--- config.mk ---
export PLATFORM = sky130hd
export DESIGN_NAME = fir_tap_accumulator
export DESIGN_NICKNAME = d
export VERILOG_FILES = /design/src/rtl/fir_pkg.sv /design/src/rtl/fir_round_sat.sv /design/src/rtl/fir_tap_accumulator.sv
export SDC_FILE = /design/constraint.sdc
export NUM_CORES = 1
export LEC_CHECK = 0
export CAP_MARGIN = 20
export CORE_AREA = 8 8 79 133
export DETAILED_ROUTE_END_ITERATION = 8
export DIE_AREA = 0 0 87 141
export GPL_ROUTABILITY_DRIVEN = 0
export PLACE_DENSITY = 0.79
export SLEW_MARGIN = 20
export SYNTH_ARGS = -nofsm -noshare
export SYNTH_HDL_FRONTEND = slang
export SYNTH_HIERARCHICAL = 1
export SYNTH_SLANG_ARGS = --single-unit
--- constraint.sdc ---
create_clock -name clk -period 5.83 [get_ports clk]
set_clock_uncertainty 0.05 [all_clocks]
set_input_delay 0.8745 -clock clk [delete_from_list [all_inputs] [get_ports clk]]
set_output_delay 0.8745 -clock clk [all_outputs]
set_load 0.005 [all_outputs]
--- src/rtl/fir_pkg.sv ---
// Shared FIR helpers: default widths, accumulator sizing and the shift/round-half-up/clip function.
// Used by the tap accumulator and any later filter top that needs the same output scaling.
package fir_pkg;

  localparam int PROD_W_DEF = 32;
  localparam int OUT_W_DEF  = 16;
  localparam int MAX_W      = 64;

  function automatic int acc_w(input int num_taps, input int prod_w);
    return prod_w + $clog2(num_taps);
  endfunction

  // Works one bit wider than the sum so a full-scale sum plus the rounding term cannot wrap.
  // Returns {sat, data}; callers keep the low out_w bits of data.
  function automatic logic [MAX_W:0] sat_round(input logic [MAX_W-1:0] total,
                                               input int shift,
                                               input int out_w);
    logic [MAX_W:0] r;
    logic [MAX_W:0] lim;
    r = {1'b0, total};
    if (shift > 0) r = r + ((MAX_W+1)'(1) << (shift - 1));
    r = r >> shift;
    lim = ((MAX_W+1)'(1) << out_w) - (MAX_W+1)'(1);
    if (r > lim) return {1'b1, lim[MAX_W-1:0]};
    return {1'b0, r[MAX_W-1:0]};
  endfunction

endpackage

--- src/rtl/fir_round_sat.sv ---
// Combinational scale of the accumulated sum: shift right, round half up, saturate to OUT_W.
// Zero latency, no flow control.
module fir_round_sat
  import fir_pkg::*;
#(
  parameter int ACC_W = 35,
  parameter int OUT_W = 16,
  parameter int SHIFT = 15
) (
  input  logic [ACC_W-1:0] total,
  output logic [OUT_W-1:0] data,
  output logic             sat
);

  logic [MAX_W:0] res;
  logic           unused_hi;

  assign res       = sat_round(MAX_W'(total), SHIFT, OUT_W);
  assign data      = res[OUT_W-1:0];
  assign sat       = res[MAX_W];
  assign unused_hi = ^res[MAX_W-1:OUT_W];

endmodule

--- src/rtl/fir_tap_accumulator.sv ---
// Sums NUM_TAPS serial tap products into one rounded, saturated sample; y_valid rises the cycle after the final tap.
// One-entry output register: only the final tap stalls while a sample is held and not taken.
module fir_tap_accumulator
  import fir_pkg::*;
#(
  parameter int NUM_TAPS = 8,
  parameter int PROD_W   = PROD_W_DEF,
  parameter int OUT_W    = OUT_W_DEF,
  parameter int SHIFT    = 15
) (
  input  logic                        clk,
  input  logic                        rst,
  input  logic                        tap_valid,
  output logic                        tap_ready,
  input  logic [PROD_W-1:0]           tap_data,
  input  logic                        frame_clr,
  output logic                        y_valid,
  input  logic                        y_ready,
  output logic [OUT_W-1:0]            y_data,
  output logic                        y_sat,
  output logic [$clog2(NUM_TAPS)-1:0] tap_idx
);

  localparam int ACC_W = acc_w(NUM_TAPS, PROD_W);
  localparam int IDX_W = $clog2(NUM_TAPS);

  logic [ACC_W-1:0] acc;
  logic [ACC_W-1:0] sum;
  logic [OUT_W-1:0] rs_data;
  logic             rs_sat;
  logic             last_tap;
  logic             tap_fire;
  logic             y_fire;
  logic             load;

  assign last_tap  = (tap_idx == IDX_W'(NUM_TAPS - 1));
  assign tap_ready = !(last_tap && y_valid && !y_ready);
  assign tap_fire  = tap_valid && tap_ready;
  assign y_fire    = y_valid && y_ready;
  // A cleared frame drops its tap, so a final tap under frame_clr never produces a sample.
  assign load      = tap_fire && last_tap && !frame_clr;
  assign sum       = ((tap_idx == '0) ? '0 : acc) + ACC_W'(tap_data);

  fir_round_sat #(
    .ACC_W (ACC_W),
    .OUT_W (OUT_W),
    .SHIFT (SHIFT)
  ) u_round_sat (
    .total (sum),
    .data  (rs_data),
    .sat   (rs_sat)
  );

  always_ff @(posedge clk) begin
    if (rst) begin
      acc     <= '0;
      tap_idx <= '0;
    end else if (frame_clr || (tap_fire && last_tap)) begin
      acc     <= '0;
      tap_idx <= '0;
    end else if (tap_fire) begin
      acc     <= sum;
      tap_idx <= tap_idx + IDX_W'(1);
    end
  end

  always_ff @(posedge clk) begin
    if (rst) begin
      y_valid <= 1'b0;
      y_data  <= '0;
      y_sat   <= 1'b0;
    end else if (load) begin
      y_valid <= 1'b1;
      y_data  <= rs_data;
      y_sat   <= rs_sat;
    end else if (y_fire) begin
      y_valid <= 1'b0;
    end
  end

endmodule

Fig. 1: placement view
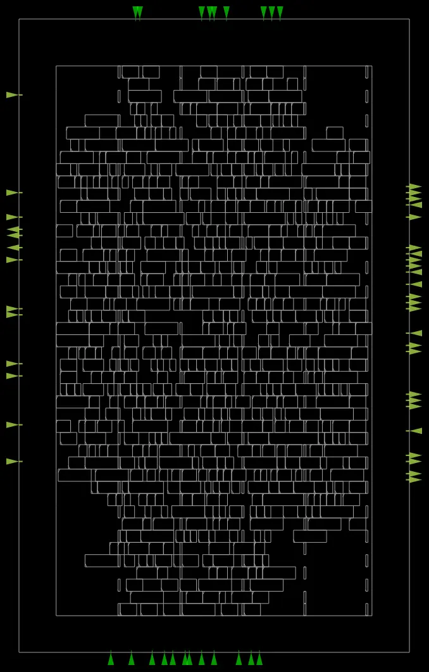
Finished Layout Cells: 791
fill cell instance count of the final layout: 779
core occupancy in the finished layout: 0.643
core area: 8610 µm²
TAP cells: 117

Fig. 2: cells coloured by class
Scale: 2 px per µm.
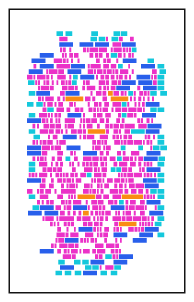
- cyan: remaining buffers and delay cells (cells 74; share of their area 13%)
- magenta: combinational and other logic (cells 536; share of their area 63%)
- blue: sequential cells (cells 56; share of their area 21%)
- orange: clock drivers and dummy loads (cells 8; share of their area 3.2%)

Fig. 3: nets reached from selected ports
Scale: 4 px per µm.
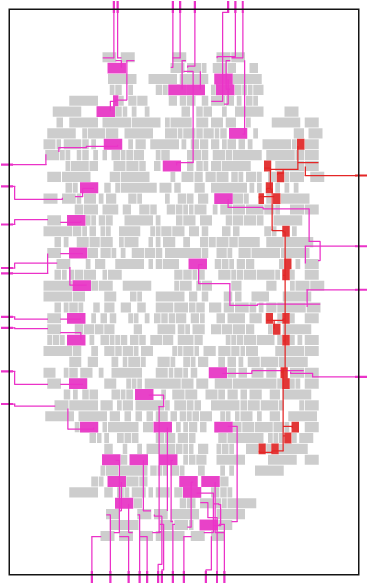
- red: rst (bits 1; direction input; edge right; end cells 19; buffers 1; wire 135 µm)
- magenta: tap_data (bits 32; direction input; edge 12 bottom, 9 left, 8 top, 3 right; end cells 33; buffers 32; wire 930 µm)
IO buf count: 58
I/O pins: 59

==> tab_implementation.tex <==
% Synthesis and place-and-route results
\begin{tabular}{lr}
\hline
Metric & Value \\
\hline
\multicolumn{2}{l}{\textbf{Clocking}} \\
Cell at the root of the clock tree & clkbuf\_16 \\
Max Root-Sink Buffers & 2 \\
Number of buffers created by CTS & 5 \\
H-tree depth & 2 \\
\multicolumn{2}{l}{\textbf{Run}} \\
Count of tool warnings & 27 \\
\multicolumn{2}{l}{\textbf{STA}} \\
Unrepaired setup endpoints after global routing & false \\
Pins Over Slew Limit & 0 \\
Post-route fraction of the period consumed by the critical path & 0.920 \\
Smallest hold slack & 0.401 ns \\
Final worst-path setup slack & 0.466 ns \\
Slew at the pin with the worst max-slew slack & approximately 0.99 ns \\
Max Clock Freq & around 190 MHz \\
\multicolumn{2}{l}{\textbf{Logic synthesis}} \\
Synth Warn \# & 6 \\
Post-Synthesis Net Count & 697 \\
\multicolumn{2}{l}{\textbf{Global routing}} \\
Initial antenna violation count & 0 \\
Vias in the first global route & 4,662 \\
Gr ovfl total & 0 \\
\multicolumn{2}{l}{\textbf{Status}} \\
Outcome & complete, no violations \\
\multicolumn{2}{l}{\textbf{Power and ir drop}} \\
Flop pwr share & 0.425 \\
Comb pwr share & 0.195 \\
Internal & roughly 670 µW \\
Switching Fraction & 0.275 \\
Sw Pwr & 254 µW \\
\multicolumn{2}{l}{\textbf{Placement}} \\
Dpl ws & between 0.15 and 0.2 ns \\
Cells after DPL & 783 \\
Cell Area, Placed & around 5400 µm² \\
\multicolumn{2}{l}{\textbf{Final layout}} \\
Final instance area & 5540 µm² \\
Antenna diode count & 0 \\
Top library cells by usage in the layout, fill and taps aside & 128 x nand2\_1, 80 x a21oi\_1, 58 x clkdlybuf4s50\_1 \\
Highest-count logic cell in the final layout & nand2\_1 \\
\multicolumn{2}{l}{\textbf{Setup path}} \\
Maximum fanout encountered on the critical timing path & 17 \\
Crit-path cells & clkdlybuf4s50\_1, ha\_1, inv\_1, fa\_1, nor2b\_1, o2111a\_1, o211a\_1, o211ai\_1, a21oi\_1, o21ai\_0, o41a\_1, nor2b\_1, xnor2\_1, nand4\_1, or2\_1, or3\_1, mux2\_4, o221ai\_1, nand2\_1, a21oi\_1 \\
Worst path max stage delay & 0.46 ns \\
Endpoint kind of the worst setup timing path & register \\
Worst reg2reg startpoint & tap\_idx[0] \\
Largest delay share family, worst path & AND-OR/OR-AND gates \\
Setup CP Type & in2reg \\
Slowest stage cell on the critical path & clkdlybuf4s50\_1 \\
\multicolumn{2}{l}{\textbf{Route}} \\
Count of vias placed by the detailed router & 4,616 \\
\# DRC & 0 \\
Routed WL & between 10,000 and 15,000 µm \\
Routed wirelength normalized by instance count & around 16 µm \\
Count of routing violations after the opening detailed-route iteration & 284 \\
\multicolumn{2}{l}{\textbf{Floorplan}} \\
Initial cell density of the core & 0.538 \\
Chip width & between 80 and 90 µm \\
\multicolumn{2}{l}{\textbf{Hold path}} \\
Critical hold path startpoint & acc[5] \\
\hline
\end{tabular}
timing repair:
item / CTS / global route
setup buffers: 0 / 0
endpoints found under the hold margin: 0 / 0
hold buffers: 0 / 0
setup endpoints to repair: 0 / 3
gates resized: 0 / 2
state kept, by name, summed over array words and instances, names as in the netlist:
register  flops
y_data       16
acc          35
tap_idx       3
y_sat         1
y_valid       1
worst max-delay path by stage:
stage                     start          to  cells after the start
finish              tap_data[0]   y_data[2]                     20
global route         tap_idx[0]   y_data[2]                     23
CTS                  tap_idx[0]   y_data[2]                     23
detailed placement  tap_data[0]   y_data[2]                     20
global placement    tap_data[0]   y_data[2]                     20
floorplan            tap_idx[0]  y_data[15]                     25
area by class of cell:
cell class | instances | area, µm² | area share
Sequential cell | 56 | 1120 | 0.203
Clock inverter | 3 | 46.3 | 0.00836
Tap cell | 117 | 146 | 0.0264
Inverter | 14 | 52.6 | 0.00949
Multi-Input combinational cell | 522 | 3330 | 0.602
Clock buffer | 5 | 125 | 0.0226
Timing Repair Buffer | 74 | 713 | 0.129
layer usage:
layer / up-vias / part of all wire / global-route usage / wire length [µm]
met5: - / 0 / 0 / 0
met4: 0 / 0.054 / 0.127 / 674
met3: 49 / 0.047 / 0.0373 / 584
met2: 144 / 0.54 / 0.397 / 6780
met1: 2138 / 0.36 / 0.194 / 4480
li1: 2285 / - / - / -
tightest hold or removal path, delay by kind of cell (launching register included):
family / cells / cell delay [ns]
flops: 1 / 0.31
compound gates: 1 / 0.05
simple gates: 1 / 0.05
power groups by stage:
stage | sequential (mW) | clock [mW] | combinational [mW]
finish | 0.394 | 0.352 | 0.180
global route | 0.395 | 0.377 | 0.196
CTS | 0.394 | 0.360 | 0.179
detailed placement | 0.403 | 0 | 0.178
global placement | 0.403 | 0 | 0.174
floorplan | 0.402 | 0 | 0.115
Power and IR drop assume default switching activity.
